Fig. 1: run 1, layout detail
Bar = 5 um. Region (46, 46) to (66, 66) um. Cells in gray, sequential cells in the stronger gray; small squares are vias.
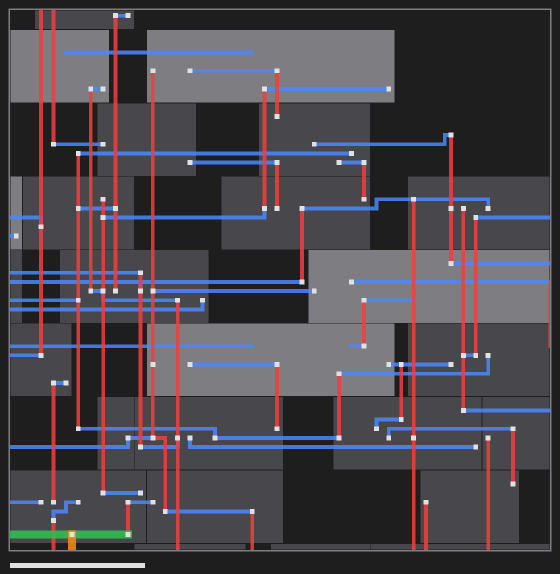
Fig. 2: run 1, wire density map
The die is cut into 15 by 15 equal tiles; white is low, dark blue is high, scaled to the fullest tile. Values are wire area over tile area, all layers added.
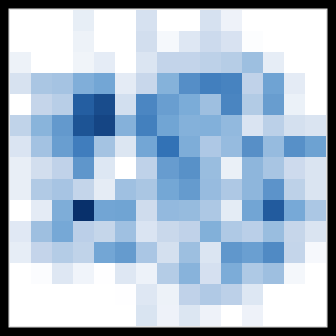
Fig. 3: run 1, the metal 1 layer
Bar = 20 um. Cells faint in the background.
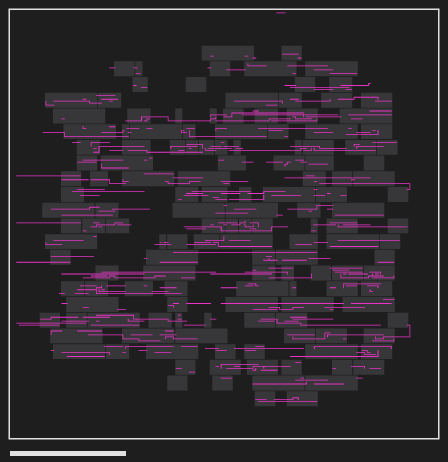
--- src/rtl/serial_sub.sv ---
`default_nettype none
// ============================================================================
// Module      : serial_sub
// Description : Digit-serial unsigned subtractor, diff = a - b, DIGIT bits per
//               clock. A start/busy/done handshake fronts the datapath.
//               Result is WIDTH+1 bits: {final borrow, (a-b) mod 2^WIDTH}.
//
//               Optional build macro SERIAL_SUB_SAT_EN: when defined, a final
//               borrow clamps the low WIDTH bits to zero while the borrow
//               flag stays set. Latency and handshake are unchanged.
//
// Ports       : clk    in   1        rising-edge clock
//               rst    in   1        asynchronous active-high reset
//               start  in   1        request; a/b sampled on the accept edge
//               a      in   WIDTH    minuend (unsigned)
//               b      in   WIDTH    subtrahend (unsigned)
//               busy   out  1        operation in progress
//               done   out  1        one-cycle pulse, diff holds new result
//               diff   out  WIDTH+1  {borrow, (a-b) mod 2^WIDTH}
//
// Revision    : 1.0  initial release
// ============================================================================
module serial_sub #(
    parameter int WIDTH = 8,
    parameter int DIGIT = 1
) (
    input  logic             clk,
    input  logic             rst,
    input  logic             start,
    input  logic [WIDTH-1:0] a,
    input  logic [WIDTH-1:0] b,
    output logic             busy,
    output logic             done,
    output logic [WIDTH:0]   diff
);

    localparam int c_ndig = WIDTH / DIGIT;
    localparam int c_cw   = (c_ndig > 1) ? $clog2(c_ndig) : 1;
    localparam logic [c_cw-1:0] c_last = c_cw'(c_ndig - 1);

    typedef enum logic [1:0] {
        S_IDLE = 2'd0,
        S_RUN  = 2'd1,
        S_DONE = 2'd2
    } state_t;

    state_t            r_state;
    state_t            w_state_next;

    logic [WIDTH-1:0]  r_a;
    logic [WIDTH-1:0]  r_b;
    logic [WIDTH-1:0]  r_res;
    logic              r_borrow;
    logic [c_cw-1:0]   r_cnt;

    logic              w_load;
    logic              w_last;
    logic [DIGIT:0]    w_dsub;
    logic [WIDTH-1:0]  w_digit_ext;
    logic [WIDTH-1:0]  w_res_next;
    logic [WIDTH:0]    w_final;

    // A new request is taken whenever the engine is not running; this covers
    // both IDLE and the back-to-back case out of DONE.
    assign w_load = start && (r_state != S_RUN);
    assign w_last = (r_state == S_RUN) && (r_cnt == c_last);

    // One extra bit on the digit subtraction captures the borrow out; the
    // borrow chain within the digit stays combinational.
    assign w_dsub = {1'b0, r_a[DIGIT-1:0]}
                  - {1'b0, r_b[DIGIT-1:0]}
                  - {{DIGIT{1'b0}}, r_borrow};

    // Result digits enter at the top and move down, so after c_ndig steps the
    // first (least significant) digit sits at bit 0.
    assign w_digit_ext = WIDTH'(w_dsub[DIGIT-1:0]);
    assign w_res_next  = (r_res >> DIGIT) | (w_digit_ext << (WIDTH - DIGIT));

`ifdef SERIAL_SUB_SAT_EN
    assign w_final = w_dsub[DIGIT] ? {1'b1, {WIDTH{1'b0}}} : {1'b0, w_res_next};
`else
    assign w_final = {w_dsub[DIGIT], w_res_next};
`endif

    // ------------------------------------------------------------------
    // FSM
    // ------------------------------------------------------------------
    always_ff @(posedge clk or posedge rst) begin
        if (rst) begin
            r_state <= S_IDLE;
        end else begin
            r_state <= w_state_next;
        end
    end

    always_comb begin
        w_state_next = r_state;
        case (r_state)
            S_IDLE:  if (start) w_state_next = S_RUN;
            S_RUN:   if (w_last) w_state_next = S_DONE;
            S_DONE:  w_state_next = start ? S_RUN : S_IDLE;
            default: w_state_next = S_IDLE;
        endcase
    end

    assign busy = (r_state == S_RUN);
    assign done = (r_state == S_DONE);

    // ------------------------------------------------------------------
    // Datapath
    // ------------------------------------------------------------------
    always_ff @(posedge clk or posedge rst) begin
        if (rst) begin
            r_a      <= '0;
            r_b      <= '0;
            r_res    <= '0;
            r_borrow <= 1'b0;
            r_cnt    <= '0;
            diff     <= '0;
        end else if (w_load) begin
            r_a      <= a;
            r_b      <= b;
            r_borrow <= 1'b0;
            r_cnt    <= '0;
        end else if (r_state == S_RUN) begin
            r_a      <= r_a >> DIGIT;
            r_b      <= r_b >> DIGIT;
            r_res    <= w_res_next;
            r_borrow <= w_dsub[DIGIT];
            r_cnt    <= r_cnt + 1'b1;
            // diff only changes on completion, so an aborted run never
            // exposes a partial result.
            if (w_last) begin
                diff <= w_final;
            end
        end
    end

endmodule
`default_nettype wire
--- config.mk ---
export PLATFORM = sky130hd
export DESIGN_NAME = serial_sub
export DESIGN_NICKNAME = d
export VERILOG_FILES = /design/src/rtl/serial_sub.sv
export SDC_FILE = /design/constraint.sdc
export NUM_CORES = 1
export LEC_CHECK = 0
export CAP_MARGIN = 20
export CORE_MARGIN = 5
export CORE_UTILIZATION = 43
export CTS_CLUSTER_DIAMETER = 40
export CTS_CLUSTER_SIZE = 12
export DETAILED_ROUTE_END_ITERATION = 8
export HOLD_SLACK_MARGIN = 0.1
export PLACE_DENSITY = 0.67
export SLEW_MARGIN = 20
export SYNTH_ARGS = -nofsm -noshare
export SYNTH_HDL_FRONTEND = slang
export SYNTH_SLANG_ARGS = --single-unit
--- constraint.sdc ---
create_clock -name clk -period 2.1 [get_ports clk]
set_input_delay 0.42 -clock clk [delete_from_list [all_inputs] [get_ports clk]]
set_output_delay 0.42 -clock clk [all_outputs]
set_load 0.02 [all_outputs]
==> deck_impl_summary.md, run 1 <==
Physical Implementation Snapshot

STA
  • Number of failing setup endpoints in the final timing report: 0
  • Share of the clock period used by the worst path after layout: 0.8824
  • RSZ-0062 raised after global routing: no
  • Max Slew Vio Count: 0
  • Slew margin rel.: 0.6278

Synth
  • Total number of yosys warnings: 0
  • Flops after synth: 38
  • Top_reg_cell synth: sky130_fd_sc_hd__dfrtp_1
  • Chip area line of the yosys report: about 1800 um2
  • Synthesized Nets: between 100 and 150
  • Area of the mapped netlist: about 1800 um2
  • Number of enable-type register cells in the synthesized netlist: 0

Critical path
  • CP startpoint: r_state[0]
  • CP Class: reg -> out
  • Largest delay share family, worst path: buffers and inverters
  • Critical path's slowest cell: sky130_fd_sc_hd__clkdlybuf4s50_1
  • Worst-path cell chain: nor2b_1, clkdlybuf4s50_1

GRT
  • Grt ovf: 0
  • Wire length of the first global-routing pass: about 5300 um

Clocking
  • Number of sinks handled by clock tree synthesis: 38
  • Clk Latency, worst-skew pair: 0.28 ns
  • Worst-case clock buffer depth: 2
  • Post-CTS setup-driven buffer insertion count: 0

Die
  • Fraction of the core area occupied by cells at floorplan: 0.4417
  • # IOs: 30
  • Die Size: roughly 5500 um2

Pwr
  • Worst IR Drop VDD: 0.6889 mV
  • Net switching power figure: 0.0009496 W
  • Clock group share of total power: 0.150
  • Power in the clock group: between 0.0004 and 0.0005 W

Worst hold path
  • Worst hold path type: reg -> reg

Placement
  • Number of I/O port buffers: 29
  • Global placer's final weighted congestion: between 0.7 and 0.8

Status
  • Status: finished, final reports clean

Finish
  • Total Nets Final: 169

Detailed routing
  • Via/cell ratio: 4.777
  • Vias after detailed routing: between 900 and 1000
-- Fig. 1 (at the start) --
color	layer
red	M2
orange	M4
blue	M1
green	M3
most frequent	mux2_4 (7), clkdlybuf4s50_1 (4), dfrtp_1 (3)
cells with their middle in the window	18
sequential cells in the window	3
netlist names of flops here include	r_a (3)

-- Fig. 2 (at the start) --
tiles over half the peak	18%
fullest tile	0.34
nearly empty tiles	24%

-- Fig. 3 (at the start) --
wire length on this layer	1380 um
nets with wire on the layer	150
main direction	horizontal
longest straight run	24.8 um
share of all routed wire	45%

run 1: cell usage in the layout (no fill, tap or decap):
cell type                          n
sky130_fd_sc_hd__nor2b_1           4
sky130_fd_sc_hd__mux2i_1           5
sky130_fd_sc_hd__buf_12            1
sky130_fd_sc_hd__mux2_2           22
sky130_fd_sc_hd__fa_1              1
sky130_fd_sc_hd__dlygate4sd2_1     1
sky130_fd_sc_hd__ha_1              2
sky130_fd_sc_hd__nor2_1            2
sky130_fd_sc_hd__nand2b_1          2
sky130_fd_sc_hd__buf_4             2
sky130_fd_sc_hd__inv_1             6
sky130_fd_sc_hd__clkbuf_8          5
sky130_fd_sc_hd__clkdlybuf4s50_1  28
sky130_fd_sc_hd__dfrtp_1          38
sky130_fd_sc_hd__clkbuf_1          2
sky130_fd_sc_hd__inv_2             1
sky130_fd_sc_hd__mux2_4           23
sky130_fd_sc_hd__nand3b_1          1
sky130_fd_sc_hd__o22ai_1           1
run 1: worst min-delay path by stage:
stage	startpoint	endpoint	slack, ns	cells after the start
floorplan	r_cnt[0]	r_cnt[0]	0.45	1
global placement	r_cnt[0]	r_cnt[0]	0.47	1
detailed placement	r_cnt[0]	r_cnt[0]	0.47	1
CTS	r_cnt[0]	r_cnt[0]	0.50	1
global route	r_a[1]	r_a[0]	0.53	1
finish	r_cnt[0]	r_cnt[0]	0.50	1
run 1: sequential cells by signal (all words and copies together), names as in the netlist:
name      cells
diff          9
r_a           8
r_b           8
r_res         7
r_cnt         3
r_state       2
r_borrow      1
run 1: layout make-up:
cell class | count | area (um2) | area share
tap | 50 | 62.56 | 0.02860
multi-input combinational | 63 | 747.0 | 0.3415
timing repair buffer | 32 | 324.1 | 0.1482
sequential | 38 | 950.9 | 0.4348
clock buffer | 7 | 76.32 | 0.03490
inverter | 7 | 26.28 | 0.01201
run 1: metrics by stage:
| stage | hold slack (ns) | cells | power, W | setup slack, ns |
|---|---|---|---|---|
| finish | 0.4975 | 197 | 0.003056 | 0.2469 |
| floorplan | 0.4528 | 113 | 0.002225 | 0.6163 |
| detailed placement | 0.4745 | 190 | 0.002629 | 0.2433 |
| global placement | 0.4707 | 190 | 0.002571 | 0.2580 |
| CTS | 0.4963 | 197 | 0.003105 | 0.2251 |
| global route | 0.5309 | 197 | 0.003272 | 0.1975 |
run 1: kinds of logic (layout without fill, tap and decap cells):
| group | after synthesis | in the layout | synth area share |
|---|---|---|---|
| multiplexers | 50 | 50 | 0.3640 |
| AND-OR/OR-AND | 1 | 1 | 0.003543 |
| flip-flops | 38 | 38 | 0.5382 |
| AND/OR/NAND/NOR | 9 | 9 | 0.02974 |
| buffers and inverters | 12 | 46 | 0.03894 |
| adder cells (fa/ha/maj) | 3 | 3 | 0.02549 |
run 1: layer usage:
metal / vias to the layer above / share of wire / track usage
li1: 452 / - / -
met1: 459 / 0.45 / 0.1588
met2: 23 / 0.47 / 0.2077
met3: 7 / 0.068 / 0.05000
met4: 0 / 0.015 / 0.04829
met5: - / 0 / 0
run 1: what timing repair did:
item	in CTS	in global routing
resized	1	0
setup endpoints to repair	1	0
hold buffers	0	0
--- run 2 (diff from run 1) ---
--- a/config.mk
+++ b/config.mk
@@ -12,7 +12,7 @@
 export CTS_CLUSTER_SIZE = 12
 export DETAILED_ROUTE_END_ITERATION = 8
 export HOLD_SLACK_MARGIN = 0.1
-export PLACE_DENSITY = 0.67
+export PLACE_DENSITY = 0.76
 export SLEW_MARGIN = 20
 export SYNTH_ARGS = -nofsm -noshare
 export SYNTH_HDL_FRONTEND = slang
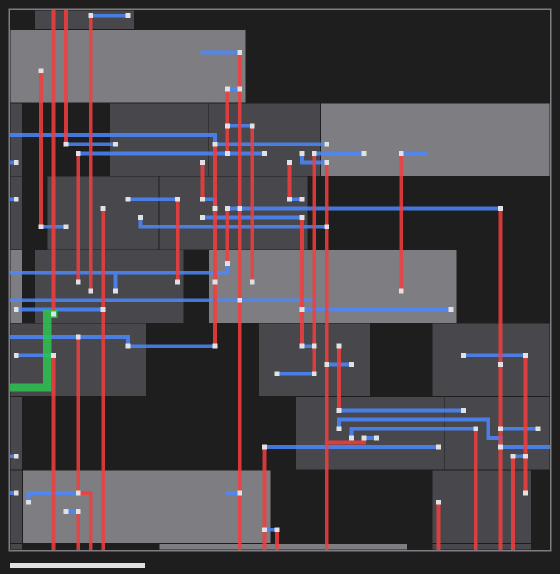
Fig. 4. Layout detail (run 2).
Bar = 5 um. Region (46, 46) to (66, 66) um. Cells in gray, sequential cells in the stronger gray; small squares are vias.
color	layer
green	M3
blue	M1
red	M2
netlist names of flops here include	r_a (3), r_borrow (1)
sequential cells in the window	4
most frequent	mux2_2 (4), dfrtp_1 (4), mux2_4 (3)
cells with their middle in the window	15

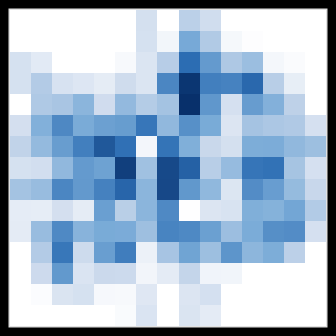
Fig. 5. Wire density map (run 2).
The die is cut into 15 by 15 equal tiles; white is low, dark blue is high, scaled to the fullest tile. Values are wire area over tile area, all layers added.
tiles over half the peak	23%
nearly empty tiles	25%
mean over tiles	0.087
fullest tile	0.30

==> deck_impl_summary.md, run 2 <==
Physical Implementation Snapshot

STA
  • Hold slack: 0.4958 ns (-0.001726 ns)
  • Slew margin rel.: 0.6123 (-0.01556)
  • Share of the clock period used by the worst path after layout: 0.8891 (+0.006631)

Finish
  • Final cell count without fillers: 198 (+0.51%)
  • Largest register FFs: 9 (unchanged)
  • Highest-count cells in the layout ignoring fill and taps: sky130_fd_sc_hd__dfrtp_1 (38), sky130_fd_sc_hd__clkdlybuf4s50_1 (28), sky130_fd_sc_hd__mux2_4 (23)
  • Total Nets Final: 169 (unchanged)
  • Largest Register: diff
  • Highest-count logic cell in the final layout: sky130_fd_sc_hd__dfrtp_1
  • Top flop regs: diff (9), r_a (8), r_b (8)

Synth
  • AND/OR/NAND/NOR Cells, Area Fraction: 0.02975 (unchanged)
  • Chip area line of the yosys report: 1767 um2 (unchanged)
  • Total number of yosys warnings: 0 (unchanged)
  • Area of the mapped netlist: 1767 um2 (unchanged)
  • Xor/xnor share: 0 (unchanged)

Placement
  • Number of I/O port buffers: 29 (unchanged)

Detailed routing
  • Vias after detailed routing: 976 (+3.7%)
  • Post-Route M1 WL: 1321 um (-4.1%)

Clocking
  • Hold_buf cts: 0 (unchanged)
  • Number of sinks handled by clock tree synthesis: 38 (unchanged)
  • Clk Latency, worst-skew pair: 0.28 ns (about the same)
  • Post-CTS setup-driven buffer insertion count: 0 (unchanged)

Die
  • Die Size: 5491 um2 (unchanged)

Status
  • Status: finished, final reports clean

GRT
  • Wire length of the first global-routing pass: 5223 um (-1.7%)
-- run 2: path summary, 6_finish.rpt --
path | from | endpoint | cells after the start
worst max-delay path | r_state[0] | done | 2
worst min-delay path | r_cnt[0] | r_cnt[0] | 1
worst max register to register | r_cnt[0] | diff[1] | 4
worst min register to register | r_cnt[0] | r_cnt[0] | 1
max in group asynchronous | rst | diff[7] | 3
min in group asynchronous | rst | r_state[0] | 3
-- run 2: layout make-up --
cell class              instances  area (um2)  share of cell area
clock inverters                 2       12.51            0.005663
inverters                       7       26.28             0.01189
clock buffers                   6       82.58             0.03737
well taps                      50       62.56             0.02831
repair buffers                 32       327.8              0.1484
multi-input cells              63       747.0              0.3381
flip-flops and latches         38       950.9              0.4304
-- run 2: kinds of logic (layout without fill, tap and decap cells) --
| kind of cell | count (synthesis) | after routing |
|---|---|---|
| mux | 50 | 50 |
| flops | 38 | 38 |
| simple gates | 9 | 9 |
| buf+inv | 12 | 47 |
| compound gates | 1 | 1 |
| fa+ha+maj | 3 | 3 |
-- run 2: metal layers --
metal  GRT usage  vias up
met1      0.1541      500
met5           0        -
met2      0.1998       22
li1            -      452
met4     0.04225        0
met3     0.05946        2
-- run 2: critical path, cell delays in order (launching register included) --
cell and delay, ns:
sky130_fd_sc_hd__dfrtp_1 0.42, sky130_fd_sc_hd__nor2b_1 0.13, sky130_fd_sc_hd__clkdlybuf4s50_1 0.62
-- run 2: power breakdown --
group          total, W  internal [W]  leakage [nW]  switching [W]
Sequential      0.00128       0.00107         0.472       0.000202
Combinational   0.00134      0.000811         0.533       0.000524
Clock          0.000506      0.000264        0.0472       0.000242
Total           0.00312       0.00215          1.05       0.000969
-- run 2: through the flow --
| step | cell area (um2) | worst slack [ns] | total power [W] |
|---|---|---|---|
| 6_report | 2210 | 0.2329 | 0.003116 |
| 5_1_grt | 2210 | 0.1765 | 0.003328 |
| 4_1_cts | 2207 | 0.01158 | 0.003161 |
| 3_5_place_dp | 2112 | 0.2335 | 0.002628 |
| 3_3_place_gp | 2112 | 0.2624 | 0.002559 |
| 2_1_floorplan | 1767 | 0.6163 | 0.002225 |
No activity file was given, so power comes from the tool's default toggle rates.
